File: src/rtl/histogram_compressor.sv
// Joint histogram of two unary bitstreams over a window of STREAM_LENGTH beats.
// The four bin totals and the beat total are published over a valid/ready handshake.
module histogram_compressor #(
  parameter int unsigned STREAM_LENGTH = 128,
  parameter int unsigned COUNTER_WIDTH = $clog2(STREAM_LENGTH + 1)
) (
  input  logic                     clk,
  input  logic                     rst_n,
  input  logic                     start_compress,
  input  logic                     flush,
  input  logic                     in_valid,
  input  logic                     stream_a,
  input  logic                     stream_b,
  output logic                     in_ready,
  output logic [COUNTER_WIDTH-1:0] count_00,
  output logic [COUNTER_WIDTH-1:0] count_01,
  output logic [COUNTER_WIDTH-1:0] count_10,
  output logic [COUNTER_WIDTH-1:0] count_11,
  output logic [COUNTER_WIDTH-1:0] beat_count,
  output logic                     hist_valid,
  input  logic                     hist_ready,
  output logic                     compress_done
);

  typedef enum logic [1:0] {StIdle, StAccum, StHold} state_e;
  typedef logic [COUNTER_WIDTH-1:0] cnt_t;

  localparam cnt_t LastBeat = cnt_t'(STREAM_LENGTH - 1);
  localparam cnt_t One      = cnt_t'(1);

  state_e state_q, state_d;
  cnt_t   bin_q [4];
  cnt_t   bin_d [4];
  cnt_t   out_q [4];
  cnt_t   out_d [4];
  cnt_t   beat_q, beat_d;
  cnt_t   beat_out_q, beat_out_d;
  logic   in_ready_q, in_ready_d;
  logic   hist_valid_q, hist_valid_d;
  logic   done_q, done_d;
  logic   accept;
  logic [1:0] idx;

  assign accept = (state_q == StAccum) && in_valid;
  assign idx    = {stream_a, stream_b};

  always_comb begin
    state_d      = state_q;
    bin_d        = bin_q;
    out_d        = out_q;
    beat_d       = beat_q;
    beat_out_d   = beat_out_q;
    in_ready_d   = in_ready_q;
    hist_valid_d = hist_valid_q;
    done_d       = 1'b0;
    unique case (state_q)
      StIdle: begin
        if (start_compress) begin
          for (int i = 0; i < 4; i++) bin_d[i] = '0;
          beat_d     = '0;
          in_ready_d = 1'b1;
          state_d    = StAccum;
        end
      end
      StAccum: begin
        if (accept) begin
          bin_d[idx] = bin_q[idx] + One;
          beat_d     = beat_q + One;
        end
        // Publish totals that already include a beat accepted on the closing edge.
        if (flush || (accept && (beat_q == LastBeat))) begin
          out_d        = bin_d;
          beat_out_d   = beat_d;
          hist_valid_d = 1'b1;
          in_ready_d   = 1'b0;
          state_d      = StHold;
        end
      end
      StHold: begin
        if (hist_ready) begin
          hist_valid_d = 1'b0;
          done_d       = 1'b1;
          state_d      = StIdle;
        end
      end
      default: begin
        in_ready_d   = 1'b0;
        hist_valid_d = 1'b0;
        state_d      = StIdle;
      end
    endcase
  end

  always_ff @(posedge clk or negedge rst_n) begin
    if (!rst_n) begin
      state_q      <= StIdle;
      for (int i = 0; i < 4; i++) begin
        bin_q[i] <= '0;
        out_q[i] <= '0;
      end
      beat_q       <= '0;
      beat_out_q   <= '0;
      in_ready_q   <= 1'b0;
      hist_valid_q <= 1'b0;
      done_q       <= 1'b0;
    end else begin
      state_q      <= state_d;
      bin_q        <= bin_d;
      out_q        <= out_d;
      beat_q       <= beat_d;
      beat_out_q   <= beat_out_d;
      in_ready_q   <= in_ready_d;
      hist_valid_q <= hist_valid_d;
      done_q       <= done_d;
    end
  end

  assign in_ready      = in_ready_q;
  assign count_00      = out_q[0];
  assign count_01      = out_q[1];
  assign count_10      = out_q[2];
  assign count_11      = out_q[3];
  assign beat_count    = beat_out_q;
  assign hist_valid    = hist_valid_q;
  assign compress_done = done_q;

endmodule

File: config.mk
export PLATFORM = sky130hd
export DESIGN_NAME = histogram_compressor
export DESIGN_NICKNAME = d
export VERILOG_FILES = /design/src/rtl/histogram_compressor.sv
export SDC_FILE = /design/constraint.sdc
export NUM_CORES = 1
export LEC_CHECK = 0
export CORE_ASPECT_RATIO = 1.4
export CORE_MARGIN = 10
export CORE_UTILIZATION = 55
export CTS_CLUSTER_DIAMETER = 150
export DETAILED_ROUTE_END_ITERATION = 10
export GPL_ROUTABILITY_DRIVEN = 0
export PLACE_DENSITY = 0.84
export SLEW_MARGIN = 20
export SYNTH_ARGS = -nofsm -noshare
export SYNTH_HDL_FRONTEND = slang
export SYNTH_SLANG_ARGS = --single-unit
File: constraint.sdc
create_clock -name clk -period 2.3 [get_ports clk]
set_clock_uncertainty 0.05 [all_clocks]
set_input_delay 0.575 -clock clk [delete_from_list [all_inputs] [get_ports clk]]
set_output_delay 0.575 -clock clk [all_outputs]
set_load 0.03 [all_outputs]
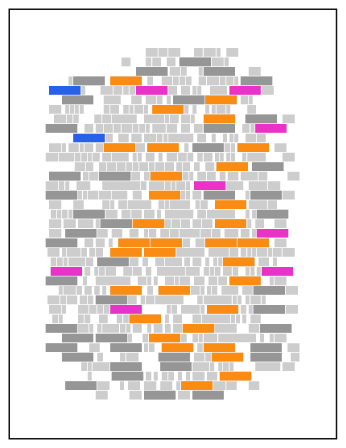
(run_1/flops_by_reg.png)
Other sequential cells in the stronger grey, the rest of the logic in the fainter grey.
netlist name	colour	sequential cells
state_q	blue	2
bin_q	orange	32
count_11	magenta	8
not coloured	43
fraction of area in registers: 0.3930
fin util: 0.7400
seq pwr: 1.89 mW

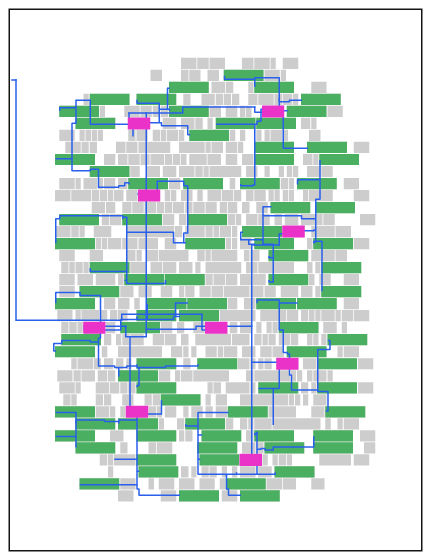
(run_1/clk_routes.png)
[flip-flops] green | count: 85
[clock wires] blue | length: 1040 µm
[clock drivers] magenta | count: 9
routed clock nets	10
clk_lat worst skew: 370 ps
Clk. pwr: 1.20 mW
clock share of power: 0.245

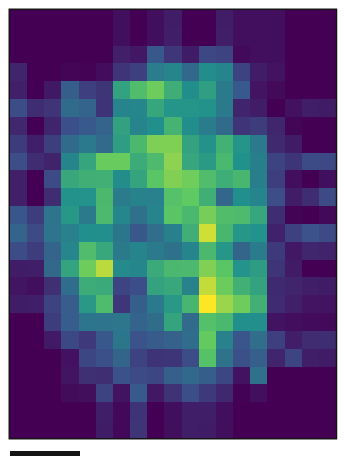
(run_1/metal_density.png)
The bar under the picture is 20 µm long. 19 x 24 tiles, from dark purple (low) to yellow (high), scaled to the fullest tile. Values are wire area over tile area, all layers added.
fullest tile	0.65
nearly empty tiles	23%
emptiest ninth of the die	north-east
mean over tiles	0.17
densest ninth of the die	centre
tiles over half the peak	20%

==> impl_metrics.toml, run 1 <==
# implementation run metrics
[die]
fp-row-count = 37
core-area_mm2 = 0.007315

[routing]
vias_per_cell = 6.029
drc = 0
detailedRoute.firstIterationViolations = 409

[global_route]
groute.usage.overall = 0.2114
grt_max_degree = 50
grt.overflow.total = 0

[pwr]
p_switching_mw = 1.777
combPwrFrac = 0.369
p_sw_frac = 0.3628

[critical_path]
cp_top_family = "buffers and inverters"
path_common_cell = "buf_4"
crit_path_max_incr_delay_ps = 400

[final_timing]
setup_viol = 0

[place]
place_ws_ps = -562.4
port_buffers = 50

[clock_tree]
htree_levels = 3

[layout]
diodes = 0
area_growth_pct = 31.81

[outcome]
status = "completed"
==> run 1: cell usage after synthesis (6+ instances only) <==
cell	count	area (µm²)
o221ai_1	8	70.07
mux4_2	7	157.7
nor2_1	32	120.1
o21ai_1	13	65.06
o21ai_0	39	195.2
buf_2	8	40.04
xor2_1	7	61.31
nand2_1	84	315.3
a31oi_1	7	43.79
clkbuf_1	15	56.30
inv_1	6	22.52
nand3_1	9	45.04
a21oi_1	15	75.07
a21o_1	12	90.09
dfrtp_1	85	2127
==> run 1: sequential cells by signal (all words and copies together), names as in the netlist <==
register / flops
bin_q: 32
beat_count: 8
beat_q: 8
count_00: 8
count_01: 8
count_10: 8
count_11: 8
state_q: 2
compress_done: 1
hist_valid: 1
in_ready: 1
==> run 1: timing repair <==
action                                  4_1_cts  5_1_grt
buffers inserted                              3        0
hold endpoints to repair                      7        0
resized                                      15        1
endpoints found under the setup margin       44       34
pin swaps                                     5        0
hold buffers                                  1        0
==> run 1: worst paths after layout <==
path                              from           to  slack (ps)  depth (start not counted)
max reg2reg                  beat_q[1]  count_11[7]         140                          6
max in group asynchronous        rst_n  count_01[7]        1100                          3
min in group asynchronous        rst_n  count_11[4]         500                          2
min                        count_10[2]  count_10[2]         440                          2
min reg2reg                count_10[2]  count_10[2]         440                          2
max                           stream_b  count_10[5]         100                          9
==> run 1: layout by cell type (no fill, tap or decap), types with 9 or more instances in the layout <==
cell type	count
dfrtp_1	85
nand2_1	83
buf_4	56
clkdlybuf4s50_1	46
o21ai_0	39
nor2_1	31
a21oi_1	15
a21o_1	12
o21ai_1	12
clkbuf_8	11
nand3_1	9
==> run 1: tightest hold or removal path, stage by stage, from the launching register on <==
cell and delay (ps):
dfrtp_1 350, nand2_1 50, o21ai_0 60
==> run 1: per-stage QoR <==
step	total power, mW	hold slack, ps
6_report	4.899	435.8
5_1_grt	5.138	463.7
4_1_cts	4.892	447.1
3_5_place_dp	3.664	355.6
3_3_place_gp	3.601	354.3
2_1_floorplan	2.855	229.4
==> run 1: per-layer routing <==
layer / GRT usage / vias up / routed length [µm]
met3: 0.05498 / 38 / 842
li1: - / 1685 / -
met1: 0.2269 / 1830 / 4171
met2: 0.3717 / 173 / 6004
met4: 0.1141 / 0 / 408
met5: 0 / - / 0
==> run 1: kinds of logic (layout without fill, tap and decap cells) <==
family	Yosys count	after routing	synth area share
fa+ha+maj	2	2	0.006093
xor+xnor	11	11	0.02346
mux	13	13	0.05393
compound gates	111	111	0.1697
flops	85	85	0.5180
buf+inv	30	133	0.03077
simple gates	166	166	0.1980
==> run 1: power by group through the flow <==
stage	registers, mW	clock network [mW]	logic (mW)
after floorplan	2.16	0	0.697
final	1.89	1.20	1.81
after detailed placement	1.91	0	1.75
after global routing	1.92	1.27	1.95
after global placement	1.90	0	1.70
after CTS	1.89	1.21	1.80
==> run 1: final cells by class <==
| type | count | area (µm²) |
|---|---|---|
| Clock inverter | 4 | 70.07 |
| Timing Repair Buffer | 111 | 1003 |
| Tap cell | 97 | 121.4 |
| Inverter | 6 | 22.52 |
| Fill cell | 517 | 1902 |
| Clock buffer | 12 | 155.1 |
| Sequential cell | 85 | 2127 |
| Multi-Input combinational cell | 303 | 1913 |
==> inputs of run 2 (changes only) <==
Settings changed: CORE_ASPECT_RATIO 1.4 to 0.8, GPL_ROUTABILITY_DRIVEN 0 to unset, REMOVE_ABC_BUFFERS set to 1.
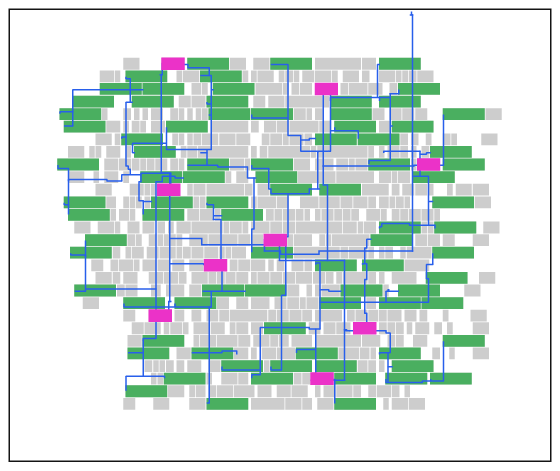
(run_2/clk_routes.png)
[clock drivers] magenta | count: 9
[flip-flops] green | count: 85
[clock wires] blue | length: 1120 µm
routed clock nets	10
flops lie	spread over the die
clk_lat worst skew: 390 ps
clock share of power: 0.238

==> impl_metrics.toml, run 2 <==
# implementation run metrics
[clock_tree]
htree_levels = 3

[global_route]
grt_max_degree = 40
groute.usage.overall = 0.2300
grt.overflow.total = 0

[synthesis]
netlist_top_cells_area = "dfrtp_1 (52%), nand2_1 (7.7%), o21ai_0 (4.8%), mux4_2 (3.8%), nor2_1 (2.9%)"
ys_chip_area_mm2 = 0.004106
flop_cell = "dfrtp_1"
top_cell = "dfrtp_1"
top_area_cell = "dfrtp_1"
top_area_frac = 0.5180
synthTopCellsByCount = "dfrtp_1 (85), nand2_1 (84), o21ai_0 (39)"
edf_count = 0
ys_seq_frac = 0.5180

[die]
fp-row-count = 28
core-area_mm2 = 0.007322

[critical_path]
r2r-end = "count_01[2]"
rr_startpoint = "state_q[1]"
startpoint = "stream_b"
worstRegToRegCells = 7
rrSetupSlack_ps = 70

[outcome]
status = "completed"

[final_timing]
setup_viol = 0

[place]
port_buffers = 50
place_ws_ps = -647.1

[routing]
vias_per_cell = 6.606
wl_um = 13410
detailedRoute.firstIterationViolations = 539
drc = 0
num_vias = 4096

[layout]
fillers = 409
largest_reg_flops = 32
drive_above_1_share = 0.2340
regMostFlops = "bin_q"
lay_top_cells = "dfrtp_1 (85), nand2_1 (83), buf_4 (61), clkdlybuf4s50_1 (46), o21ai_0 (37)"
final_layout_top_logic_cell = "dfrtp_1"
area_growth_pct = 34.64
diodes = 0

[flow_run]
drv_cap = 0
==> run 2: how the worst max path moves through the flow <==
stage,depth (start not counted),to,slack (ps)
final,10,bin_q[30],30
after global routing,10,bin_q[30],-70
after CTS,9,count_10[7],-20
after detailed placement,8,count_10[2],-650
after global placement,8,count_01[2],-520
after floorplan,6,count_00[7],-300
==> run 2: cell families after synthesis <==
kind of cell	Yosys count	share of synthesized area
and+or+nand+nor	166	0.1980
xor gates and xnor gates	11	0.02346
buffers and inverters	30	0.03077
DFF	85	0.5180
muxes	13	0.05393
AOI/OAI and AO/OA	111	0.1697
adders and majority gates	2	0.006093
==> run 2: timing repair <==
item / CTS / global route
pin swaps: 13 / 1
buffers inserted: 7 / 3
gates resized: 25 / 16
endpoints found under the setup margin: 48 / 50
cloned: 1 / 0
==> run 2: worst max-delay path, cell delays in order <==
cell,delay [ps]
dlygate4sd2_1,210
buf_6,160
buf_6,130
mux4_2,570
buf_4,180
nand2_1,80
buf_4,120
nor3_4,50
nor2_2,210
o21ai_0,160
==> run 2: final cells by class <==
type / instances / area [µm²] / share of cell area
clock inverter: 5 / 85.08 / 0.01539
sequential: 85 / 2127 / 0.3847
multi-input combinational: 304 / 1996 / 0.3609
tap: 90 / 112.6 / 0.02037
inverter: 6 / 22.52 / 0.004073
timing repair buffer: 119 / 1055 / 0.1908
clock buffer: 11 / 131.4 / 0.02376
==> run 2: per-stage QoR <==
stage	instances	hold slack, ps	instance area, µm²	power [mW]	utilization
after detailed placement	593	416.5	5069	3.649	0.6922
final	620	95.76	5529	5.046	0.7551
after global placement	593	411.6	5069	3.591	0.6922
after floorplan	394	229.4	4003	2.798	-
after global routing	620	139.4	5529	5.224	0.7551
after CTS	617	108.2	5461	4.903	0.7459
==> run 2: power by group <==
| part | internal, mW | switching (mW) |
|---|---|---|
| combinational | 0.777 | 1.18 |
| clock | 0.617 | 0.586 |
| sequential | 1.71 | 0.166 |
==> run 2: layer usage <==
layer	track usage	vias to the layer above	part of all wire
li1	-	1713	-
met1	0.2802	1931	0.36
met2	0.3532	352	0.46
met3	0.05926	100	0.12
met4	0.1452	0	0.063
met5	0	-	0
==> run_2/layer_met4.png <==
The bar under the picture is 20 µm long. Supply wires on this layer in grey.
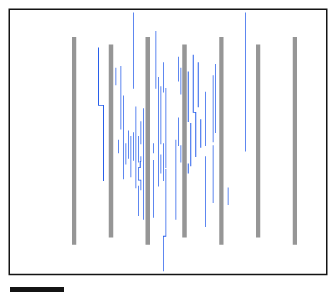

==> inputs of run 3 (changes only) <==
Clock period 2.3 ns to 2.5 ns, I/O delays scaled along.
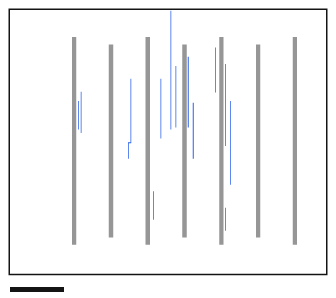
(run_3/layer_met4.png)
The bar under the picture is 20 µm long. Supply wires on this layer in grey.
wire length on this layer	285 µm
longest straight run	43.5 µm
total number of vias: 3733
Post-Route WL: 11570 µm

==> impl_metrics.toml, run 3 <==
# implementation run metrics
[place]
port_buffers = 50
placedInstanceArea_mm2 = 0.005046

[synthesis]
netlist_top_cells_area = "dfrtp_1 (52%), nand2_1 (7.7%), o21ai_0 (4.8%), mux4_2 (3.8%), nor2_1 (2.9%)"
top_area_cell = "dfrtp_1"
ys_seq_frac = 0.5180
flop_cell = "dfrtp_1"
ys_chip_area_mm2 = 0.004106
synthTopCellsByCount = "dfrtp_1 (85), nand2_1 (84), o21ai_0 (39)"
top_area_frac = 0.5180

[clock_tree]
clk_latency_ps = 370
holdBufCountCts = 0

[pwr]
p_sw_frac = 0.3915
power_mw = 4.284
p_seq_frac = 0.405
pwr-share-clk = 0.219

[layout]
drive_above_1_share = 0.2177
diodes = 0
area_growth_pct = 30.41
stdcell_area_mm2 = 0.005355

[flow_run]
drv_cap = 0

[die]
core-area_mm2 = 0.007322
fp-row-count = 28

[critical_path]
r2r-end = "count_00[7]"
rrSetupSlack_ps = 290
rr_startpoint = "beat_q[0]"

[final_timing]
hold_ws_ps = 140.7
setup_viol = 1
setup_slack_ps = -35.83

[routing]
drc = 0
detailedRoute.firstIterationViolations = 351
vias_per_cell = 6.130

[global_route]
use_met1 = 0.2662
groute.usage.overall = 0.1978
grt_util_met3 = 0.04321

[outcome]
status = "complete, but fails checks"
violations = "negative setup slack"
-- run 3: critical path: stages --
cell and delay (ps):
clkdlybuf4s50_1 520, buf_4 170, nand3b_1 250, nor3_1 470, o21ai_1 390, nand2_1 190, o21ai_0 120
-- run 3: cell families after synthesis --
logic type	count (synthesis)	synth area share
and+or+nand+nor	166	0.1980
AOI/OAI and AO/OA	111	0.1697
DFF	85	0.5180
buffers and inverters	30	0.03077
muxes	13	0.05393
xor gates and xnor gates	11	0.02346
adders and majority gates	2	0.006093
-- run 3: worst max-delay path by stage --
stage                             end  startpoint  cells past startpoint  slack, ps
after floorplan           count_00[7]    in_valid                      5       -110
after global placement    count_00[2]    stream_b                      8       -360
after detailed placement  count_00[2]    stream_b                      8       -440
after CTS                 count_10[6]    stream_b                      9          8
after global routing        bin_q[30]    in_valid                      7        -70
final                       bin_q[30]    in_valid                      7        -40
-- run 3: layout make-up --
type                       instances  area (µm²)
fill                             467        1967
inverter                           6       22.52
clock inverter                     6       46.29
sequential                        85        2127
tap                               90       112.6
multi-input combinational        303        1939
clock buffer                      10       137.6
timing repair buffer             109       969.7
-- run 3: per-layer routing --
layer,vias to the layer above,share of wire
met5,-,0
met2,181,0.49
li1,1690,-
met4,0,0.025
met3,31,0.085
met1,1831,0.40
-- run 3: stage by stage --
step / TNS, ps / setup WS (ps) / utilization
floorplan: -440.8 / -110.2 / -
global route: -119.6 / -68.04 / 0.7314
finish: -35.83 / -35.83 / 0.7314
CTS: 0 / 7.738 / 0.7165
global placement: -14290 / -363.0 / 0.6892
detailed placement: -17420 / -441.1 / 0.6892
-- run 3: power groups by stage --
stage / Combinational (mW) / Sequential [mW] / Clock, mW
CTS: 1.58 / 1.73 / 0.932
global route: 1.74 / 1.76 / 0.987
global placement: 1.53 / 1.75 / 0
floorplan: 0.566 / 2.01 / 0
finish: 1.61 / 1.74 / 0.936
detailed placement: 1.56 / 1.76 / 0
-- run 3: repair_timing --
action	CTS	global route
setup buffers	0	3
endpoints found under the setup margin	14	37
pin swaps	0	8
resized	6	19
endpoints found under the hold margin	0	0
No activity file was given, so power comes from the tool's default toggle rates.
